File: src/rtl/buf_wr_dispatch_pkg.sv
// Shared types for the execute-stage buffer-write path.
// Imported by the dispatch block and the execute control pipelines.
package buf_wr_dispatch_pkg;

    localparam int NUM_NS            = 6;
    localparam int NS_ID_BITS        = 3;
    localparam int NS_INDEX_ID_BITS  = 5;
    localparam int BASE_STRIDE_WIDTH = 4 * (NS_INDEX_ID_BITS + NS_ID_BITS);
    localparam int BUF_ADDR_BITS     = 10;
    localparam int DATA_WIDTH        = 32;
    localparam int FIFO_DEPTH        = 4;
    localparam int PTR_BITS          = $clog2(FIFO_DEPTH);
    localparam int LVL_BITS          = PTR_BITS + 1;

    typedef struct packed {
        logic [NUM_NS-1:0]        req;
        logic [BUF_ADDR_BITS-1:0] addr;
        logic [DATA_WIDTH-1:0]    data;
    } wr_entry_t;

endpackage

File: src/rtl/buf_wr_fifo.sv
// Small synchronous queue of pending buffer writes.
// Caller guarantees no push while full unless popping in the same cycle.
module buf_wr_fifo
    import buf_wr_dispatch_pkg::*;
#(
    parameter int DEPTH = FIFO_DEPTH
) (
    input  logic                         clk,
    input  logic                         reset_n,
    input  logic                         push_i,
    input  logic                         pop_i,
    input  wr_entry_t                    wdata_i,
    output wr_entry_t                    rdata_o,
    output logic [$clog2(DEPTH):0]       level_o,
    output logic                         full_o,
    output logic                         empty_o
);

    localparam int PW = $clog2(DEPTH);

    wr_entry_t       mem_q [DEPTH];
    logic [PW-1:0]   wr_ptr_q, wr_ptr_d;
    logic [PW-1:0]   rd_ptr_q, rd_ptr_d;
    logic [PW:0]     level_q, level_d;

    // Next-state for pointers and occupancy; pointers wrap naturally.
    always_comb begin
        wr_ptr_d = wr_ptr_q;
        rd_ptr_d = rd_ptr_q;
        level_d  = level_q;
        if (push_i) wr_ptr_d = wr_ptr_q + PW'(1);
        if (pop_i)  rd_ptr_d = rd_ptr_q + PW'(1);
        if (push_i && !pop_i)
            level_d = level_q + (PW+1)'(1);
        else if (!push_i && pop_i)
            level_d = level_q - (PW+1)'(1);
    end

    // Pointer and level registers.
    always_ff @(posedge clk or negedge reset_n) begin
        if (!reset_n) begin
            wr_ptr_q <= '0;
            rd_ptr_q <= '0;
            level_q  <= '0;
        end else begin
            wr_ptr_q <= wr_ptr_d;
            rd_ptr_q <= rd_ptr_d;
            level_q  <= level_d;
        end
    end

    // Entry storage.
    always_ff @(posedge clk or negedge reset_n) begin
        if (!reset_n) begin
            for (int i = 0; i < DEPTH; i++) mem_q[i] <= '0;
        end else if (push_i) begin
            mem_q[wr_ptr_q] <= wdata_i;
        end
    end

    assign rdata_o = mem_q[rd_ptr_q];
    assign level_o = level_q;
    assign full_o  = (level_q == (PW+1)'(DEPTH));
    assign empty_o = (level_q == '0);

endmodule

File: src/rtl/buf_wr_dispatch.sv
// Queues execute-stage buffer writes and issues each one
// to the namespace banks once all of its target banks are ready.
module buf_wr_dispatch
    import buf_wr_dispatch_pkg::*;
(
    input  logic                         clk,
    input  logic                         reset_n,
    input  logic [NUM_NS-1:0]            buf_wr_req_in,
    input  logic [BASE_STRIDE_WIDTH-1:0] buf_wr_addr_in,
    input  logic [DATA_WIDTH-1:0]        buf_wr_data_in,
    input  logic [NUM_NS-1:0]            ns_wr_ready,
    input  logic                         clr_err,
    output logic [NUM_NS-1:0]            ns_wr_en,
    output logic [BUF_ADDR_BITS-1:0]     ns_wr_addr,
    output logic [DATA_WIDTH-1:0]        ns_wr_data,
    output logic [LVL_BITS-1:0]          fifo_level,
    output logic                         fifo_full,
    output logic                         ovf_err,
    output logic [15:0]                  wr_count
);

    wr_entry_t in_entry;
    wr_entry_t head;
    logic      req_vld;
    logic      empty;
    logic      full;
    logic      issue;
    logic      push;
    logic      drop;
    logic      unused_addr_hi;

    logic [NUM_NS-1:0]        en_q;
    logic [BUF_ADDR_BITS-1:0] addr_q;
    logic [DATA_WIDTH-1:0]    data_q;
    logic [15:0]              cnt_q, cnt_d;
    logic                     ovf_q, ovf_d;

    // Only the low address bits reach the bank address port.
    assign unused_addr_hi =
        ^buf_wr_addr_in[BASE_STRIDE_WIDTH-1:BUF_ADDR_BITS];

    assign in_entry.req  = buf_wr_req_in;
    assign in_entry.addr = buf_wr_addr_in[BUF_ADDR_BITS-1:0];
    assign in_entry.data = buf_wr_data_in;

    assign req_vld = |buf_wr_req_in;
    // Head waits until every targeted bank is ready; others are ignored.
    assign issue   = !empty && ((ns_wr_ready & head.req) == head.req);
    // A full queue still accepts when the head leaves in the same cycle.
    assign push    = req_vld && (!full || issue);
    assign drop    = req_vld && full && !issue;

    buf_wr_fifo #(
        .DEPTH   (FIFO_DEPTH)
    ) u_fifo (
        .clk     (clk),
        .reset_n (reset_n),
        .push_i  (push),
        .pop_i   (issue),
        .wdata_i (in_entry),
        .rdata_o (head),
        .level_o (fifo_level),
        .full_o  (full),
        .empty_o (empty)
    );

    // Next-state for issue counter and sticky overflow; drop beats clear.
    always_comb begin
        cnt_d = cnt_q;
        ovf_d = ovf_q;
        if (issue) cnt_d = cnt_q + 16'd1;
        if (drop)
            ovf_d = 1'b1;
        else if (clr_err)
            ovf_d = 1'b0;
    end

    // Registered bank strobe; address/data hold between issues.
    always_ff @(posedge clk or negedge reset_n) begin
        if (!reset_n) begin
            en_q   <= '0;
            addr_q <= '0;
            data_q <= '0;
        end else begin
            en_q <= issue ? head.req : '0;
            if (issue) begin
                addr_q <= head.addr;
                data_q <= head.data;
            end
        end
    end

    // Status registers.
    always_ff @(posedge clk or negedge reset_n) begin
        if (!reset_n) begin
            cnt_q <= '0;
            ovf_q <= 1'b0;
        end else begin
            cnt_q <= cnt_d;
            ovf_q <= ovf_d;
        end
    end

    assign ns_wr_en   = en_q;
    assign ns_wr_addr = addr_q;
    assign ns_wr_data = data_q;
    assign fifo_full  = full;
    assign ovf_err    = ovf_q;
    assign wr_count   = cnt_q;

endmodule

File: config.mk
export PLATFORM = sky130hd
export DESIGN_NAME = buf_wr_dispatch
export DESIGN_NICKNAME = d
export VERILOG_FILES = /design/src/rtl/buf_wr_dispatch_pkg.sv /design/src/rtl/buf_wr_fifo.sv /design/src/rtl/buf_wr_dispatch.sv
export SDC_FILE = /design/constraint.sdc
export NUM_CORES = 1
export LEC_CHECK = 0
export CORE_ASPECT_RATIO = 1.1
export CORE_MARGIN = 2
export CORE_UTILIZATION = 35
export DETAILED_ROUTE_END_ITERATION = 8
export PLACE_DENSITY = 0.67
export SYNTH_ARGS = -nofsm -noshare
export SYNTH_HDL_FRONTEND = slang
export SYNTH_SLANG_ARGS = --single-unit
File: constraint.sdc
create_clock -name clk -period 4 [get_ports clk]
set_input_delay 0.6 -clock clk [delete_from_list [all_inputs] [get_ports clk]]
set_output_delay 0.6 -clock clk [all_outputs]
set_load 0.01 [all_outputs]
### Metal 1, run 1

(2 px per um) Supply wires on this layer in grey.
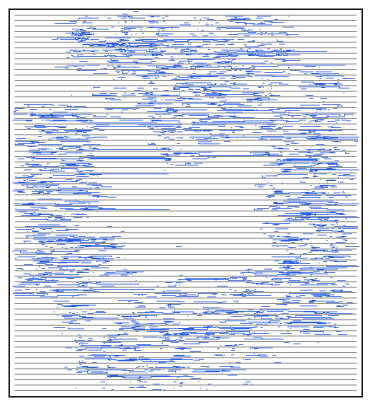
wire length on this layer: 10300 um
main direction: horizontal
nets with wire on the layer: 804
longest straight run: 52.0 um
share of all routed wire: 44%
DR vias: 6287
WL final: 23500 um
met1 GRT Util: 18.5%

### The metal 2 layer, run 1

(1.5 px per um)
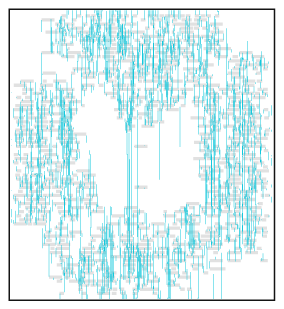
wire length on this layer: 11700 um
longest straight run: 104 um
share of all routed wire: 50%
main direction: vertical
nets with wire on the layer: 853
met2 usage: 24.5%

### M3 wires, run 1

(2 px per um)
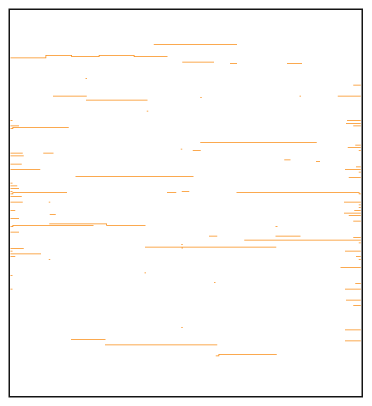
longest straight run: 65.3 um
share of all routed wire: 4.4%
wire length on this layer: 1030 um
routing usage on met3: 2.82%

run 1: Yosys cell counts (4+ instances only):
cell / n / area [um2]
nor3_1: 6 / 30.0
xnor2_1: 5 / 43.8
nor2b_1: 4 / 25.0
nor2_1: 12 / 45.0
nor2_4: 4 / 45.0
buf_4: 9 / 67.6
mux2_1: 80 / 901
buf_1: 6 / 22.5
inv_1: 15 / 56.3
nand2_1: 13 / 48.8
clkbuf_1: 7 / 26.3
dfrtp_1: 264 / 6610
nand4_1: 5 / 31.3
mux4_2: 48 / 1080
nand3_1: 4 / 20.0
buf_6: 13 / 146
mux2_2: 157 / 1770
xor2_1: 16 / 140
ha_1: 6 / 75.1
nor4_1: 4 / 25.0
run 1: metal layers:
layer	up-vias	track usage [%]	share of wire, %
met5	-	0	0.055
met4	2	3.27	1.9
met3	41	2.82	4.4
met2	98	24.5	50
met1	3344	18.5	44
li1	2802	-	-
run 1: power by group through the flow:
| stage | clock network (mW) | registers [mW] | logic (mW) |
|---|---|---|---|
| 3_5_place_dp | 0 | 4.80 | 5.49 |
| 4_1_cts | 2.68 | 4.76 | 5.50 |
| 5_1_grt | 2.81 | 4.93 | 5.85 |
| 2_1_floorplan | 0 | 4.67 | 3.97 |
| 3_3_place_gp | 0 | 4.75 | 5.36 |
| 6_report | 2.60 | 4.75 | 5.37 |
run 1: worst max-delay path, cell delays in order (launching register included):
cell,delay [ns]
dfrtp_4,0.51
mux4_2,0.54
a22oi_2,0.37
a31oi_4,0.26
a31oi_2,0.30
ha_1,0.24
inv_1,0.06
fa_1,0.37
xor2_1,0.15
nor2_1,0.12
xor2_1,0.15
==> qor.yml, run 1 <==
status:
  status: "completed"
layout:
  comb_share_pct: 31.7
  instances_no_fill: 1277
  area_delta_synth_final_pct: 23.1
  comb_area_um2: 4440
  largest_register_ff_count: 192
  drive_above_1_share_pct: 33.4
power:
  intPower_mw: 8.70
  power_frac_seq_pct: 37.3
  p_comb_share_pct: 42.2
  power_switching_mw: 4.02
  p_total_mw: 12.7
detailed_routing:
  first_iter_violations: 272
  drc_errors: 0
clock_tree:
  cts-resized-gates: 0
  clk_pin_slew_ns: 0.06
  numCtsBuffers: 29
synth:
  yosys_area_um2: 11400
  ff_type: "dfrtp_1"
  synth-warning-count: 0
hold_path:
  hp-class: "primary input to async pin"
global_route:
  antenna_found_initial: 2
  track_usage_pct: 14.2
sta:
  fmax_ghz: 0.317
  skew_ns: 0.0121
  worstMarginPinSlew_ns: 1.01
placed_design:
  dpl.cell_count: 1223
worst_setup_path:
  endpoint_kind: "flip-flop"
  r2r_slack_ns: 0.85
run:
  tool_warnings: 54
--- run 2 (diff from run 1) ---
==> constraint.sdc (replaced) <==
create_clock -name clk -period 3.1 [get_ports clk]
set_input_delay 0.465 -clock clk [delete_from_list [all_inputs] [get_ports clk]]
set_output_delay 0.465 -clock clk [all_outputs]
set_load 0.01 [all_outputs]
### Signal wires on met4, run 2

(2 px per um) Supply wires on this layer in grey.
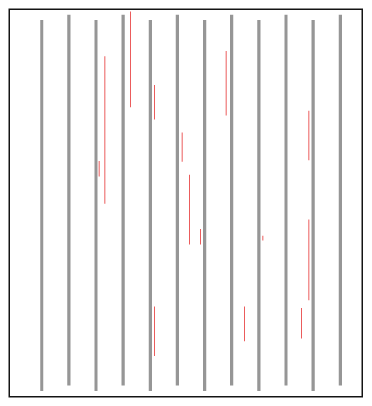
main direction: vertical
longest straight run: 73.4 um
WL final: 23200 um
DR vias: 6178

==> run 2 against run 1 <==
Total power is 29% higher. Non-clock buffer count is 6 higher. First-iteration DRC count shrank 32%. Worst setup slack got worse by 0.57 ns. Area after synthesis unchanged. Maximum frequency increased by 12%. Sequential cell count is the same. Combinational power is 31% higher. Register-to-register slack worse by 0.57 ns.
==> qor.yml, run 2 <==
sta:
  skew_ns: 0.00971
  worstMarginPinSlew_ns: 0.708
worst_setup_path:
  cp_cell_sequence: "mux4_2 -> a22oi_4 -> a31oi_4 -> a31oi_2 -> ha_1 -> inv_1 -> fa_1 -> xor2_1 -> nor2_1 -> xor2_1"
  cp_top_family: "AND-OR/OR-AND gates"
  cpMostUsedCell: "xor2_1"
  crit_buf_inv: 1
  critPathSlowestCell: "mux4_2"
synth:
  most_common_cell: "dfrtp_1"
  synth-warning-count: 0
  yosys_area_um2: 11400
  synth_top_area_share_pct: 58.1
detailed_routing:
  dr_wl_met2_um: 11500
  wl_met3_um: 1120
  highest_layer: "met5"
  drc_errors: 0
layout:
  instances_no_fill: 1281
  comb_area_um2: 4440
  area_delta_synth_final_pct: 23.9
  largest_register_ff_count: 192
clock_tree:
  clk_pin_slew_ns: 0.06
  numCtsBuffers: 29
status:
  status: "completed"
global_route:
  track_usage_pct: 13.8
placed_design:
  dpl.cell_count: 1228
==> run 2: cell counts after synthesis <==
Identical to the previous run, type by type.
==> run 2: what timing repair did <==
| item | in CTS | in global routing |
|---|---|---|
| hold buffers | 1 | 0 |
| gates resized | 0 | 0 |
| endpoints found under the hold margin | 72 | 0 |
==> run 2: worst max path at each step <==
stage / slack (ns) / depth (start not counted) / to / startpoint
2_1_floorplan: 0.24 / 10 / u_fifo.level_o[1] / u_fifo.rd_ptr_q[0]
3_3_place_gp: 0.27 / 10 / u_fifo.level_o[2] / u_fifo.rd_ptr_q[0]
4_1_cts: 0.24 / 10 / u_fifo.level_o[2] / u_fifo.rd_ptr_q[0]
6_report: 0.27 / 10 / u_fifo.level_o[2] / u_fifo.rd_ptr_q[0]
5_1_grt: 0.07 / 10 / u_fifo.level_o[2] / u_fifo.rd_ptr_q[0]
3_5_place_dp: 0.27 / 10 / u_fifo.level_o[2] / u_fifo.rd_ptr_q[0]
==> run 2: area by class of cell <==
type,count,share of cell area [%]
flip-flops and latches,264,47.0
multi-input cells,375,31.5
repair buffers,149,10.8
clock buffers,42,5.79
well taps,426,3.79
clock inverters,9,0.693
inverters,15,0.400
diodes,1,0.0178
==> run 2: cell families after synthesis <==
| logic type | synth area share [%] |
|---|---|
| adders and majority gates | 0.837 |
| xor gates and xnor gates | 1.62 |
| buffers and inverters | 2.90 |
| and+or+nand+nor | 2.62 |
| DFF | 58.1 |
| AOI/OAI and AO/OA | 0.881 |
| muxes | 33.0 |
==> run 2: power breakdown <==
group / switching (mW) / total [mW] / internal (mW)
sequential: 0.896 / 6.11 / 5.21
clock: 1.34 / 3.32 / 1.97
combinational: 2.87 / 7.03 / 4.16
total: 5.11 / 16.5 / 11.4
--- run 3 (diff from run 2) ---
--- a/config.mk
+++ b/config.mk
@@ -8,6 +8,7 @@
 export CORE_ASPECT_RATIO = 1.1
 export CORE_MARGIN = 2
 export CORE_UTILIZATION = 35
+export CTS_CLUSTER_DIAMETER = 80
 export DETAILED_ROUTE_END_ITERATION = 8
 export PLACE_DENSITY = 0.67
 export SYNTH_ARGS = -nofsm -noshare
### M3 wires, run 3

(2 px per um)
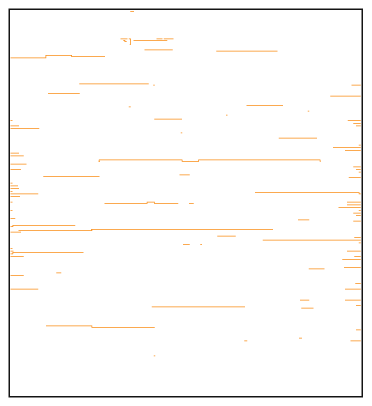
wire length on this layer: 1120 um
longest straight run: 90.6 um
nets with wire on the layer: 72
routing usage on met3: 2.96%

==> run 3 against run 2 <==
Utilization is the same. Largest cell class unchanged. Maximum frequency is the same. Final cell count is the same. Critical path type unchanged. Non-clock buffer count is the same.
==> qor.yml, run 3 <==
status:
  status: "completed"
sta:
  skew_ns: 0.00971
clock_tree:
  numCtsBuffers: 29
  ctsHoldBuffers: 1
  clk_pin_slew_ns: 0.06
worst_setup_path:
  endpoint: "u_fifo.level_o[2]"
  cpMostUsedCell: "xor2_1"
synth:
  yosys_area_um2: 11400
  yosysTopAreaCell: "dfrtp_1"
  ff_type: "dfrtp_1"
  synth_top_area_share_pct: 58.1
  synth-warning-count: 0
run:
  tool_warnings: 51
layout:
  drive_above_1_share_pct: 33.1
  area_delta_synth_final_pct: 23.9
  instances_no_fill: 1281
  comb_area_um2: 4440
detailed_routing:
  drc_errors: 0
  first_iter_violations: 185
  postRouteWirelength_um: 23200
power:
  p_total_mw: 16.5
[run 3: cell counts after synthesis]
Identical to the previous run, type by type.
[run 3: layer usage]
| metal | vias up | global-route usage, % | routed length (um) |
|---|---|---|---|
| li1 | 2806 | - | - |
| met1 | 3222 | 18.2 | 10200 |
| met2 | 117 | 23.7 | 11500 |
| met3 | 31 | 2.96 | 1120 |
| met4 | 2 | 3.15 | 357 |
| met5 | - | 0 | 13 |
[run 3: final cells by class]
type,count,share of cell area [%]
clock buffers,42,5.79
clock inverters,9,0.693
diodes,1,0.0178
multi-input cells,375,31.5
inverters,15,0.400
flip-flops and latches,264,47.0
repair buffers,149,10.8
well taps,426,3.79
[run 3: cell families after synthesis]
| family | after synthesis | share of synthesized area [%] |
|---|---|---|
| mux | 285 | 33.0 |
| flops | 264 | 58.1 |
| simple gates | 55 | 2.62 |
| buf+inv | 52 | 2.90 |
| xor+xnor | 21 | 1.62 |
| compound gates | 7 | 0.881 |
| fa+ha+maj | 7 | 0.837 |
[run 3: report_power, final]
part	internal, mW	switching [mW]	leakage [nW]	total [mW]
clock network	1.97	1.34	0.449	3.32
registers	5.21	0.896	3.13	6.11
logic	4.16	2.87	2.25	7.03
total	11.4	5.11	5.84	16.5
[run 3: worst max-delay path: cells and delay by family (launching register included)]
kind,cells,cell delay (ns)
AOI/OAI and AO/OA,3,0.61
adders and majority gates,2,0.59
muxes,1,0.56
DFF,1,0.52
xor gates and xnor gates,2,0.29
and+or+nand+nor,1,0.11
buffers and inverters,1,0.06
Power and IR drop assume default switching activity.
